Signal wires on met2:
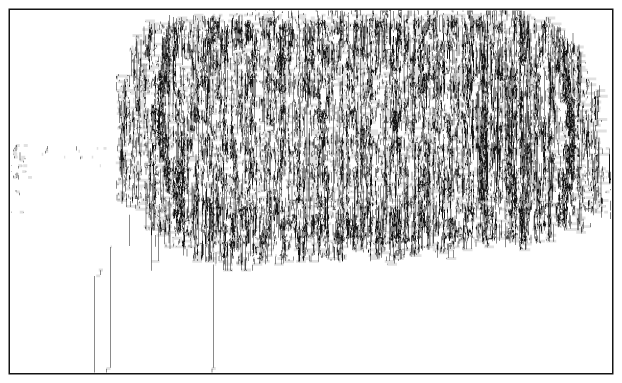
M3 wires:
Bar = 200 um.
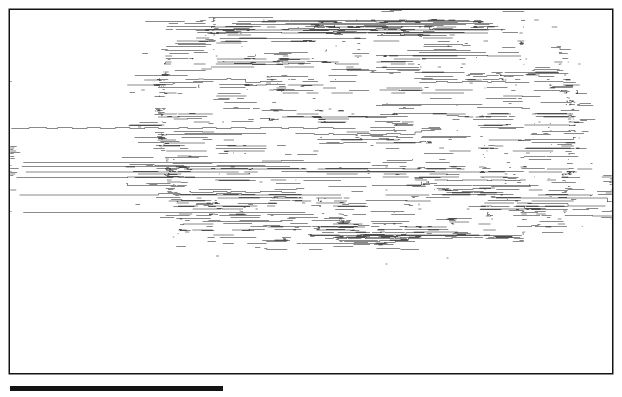
Design mips_register_file, sky130hd; sources not shown.
==> results_slide.txt <==
Synthesis and Place & Route Summary

Status
  – Status: complete, no violations

Cells and area
  – Final antenna diode count: 2
  – Most used logic cell in the final layout: nand2_1
  – Clock-cell share: 4.931%

Route
  – WL/cell: 19.19 um
  – DRT Pass-1 Iters: 7
  – Uppermost layer routed: met5
  – Routed Antenna Nets: 0
  – Initial DRC count: 6867

Placement
  – Detailed Place HPWL: 128.2 mm
  – PortBufs: 113

Worst hold path
  – Worst Hold Class: reg -> reg

Critical path
  – Crit. path cell count: 21
  – Max Fanout on Critical Path: 35

Clock network
  – CTS buffer count: 98
  – CTS max path bufs: 3

Floorplan
  – Core footprint: 187600 um2

Flow run
  – Log Warnings: 35

Pwr
  – Sequential Power: 1.28 mW

Synth
  – Avg Synthesized Cell Area: 7.181 um2
  – Yosys cell count: 7108
  – Count of library flops with an enable pin: 0

Timing
  – Slew headroom: 13.25%
## Picture notes: 'signal wires on met2'
- share of all routed wire: 38%
- main direction: vertical
- nets with wire on the layer: 5092
total number of vias: 48650
met2 Use GR: 24.48%
Routed WL: 182.2 mm

## Picture notes: 'M3 wires'
- share of all routed wire: 12%
- main direction: horizontal
- nets with wire on the layer: 584
- longest straight run: 326 um
- wire length on this layer: 21.2 mm
met3 GRT Util: 5.271%

Power is estimated from default activity; no workload was simulated.
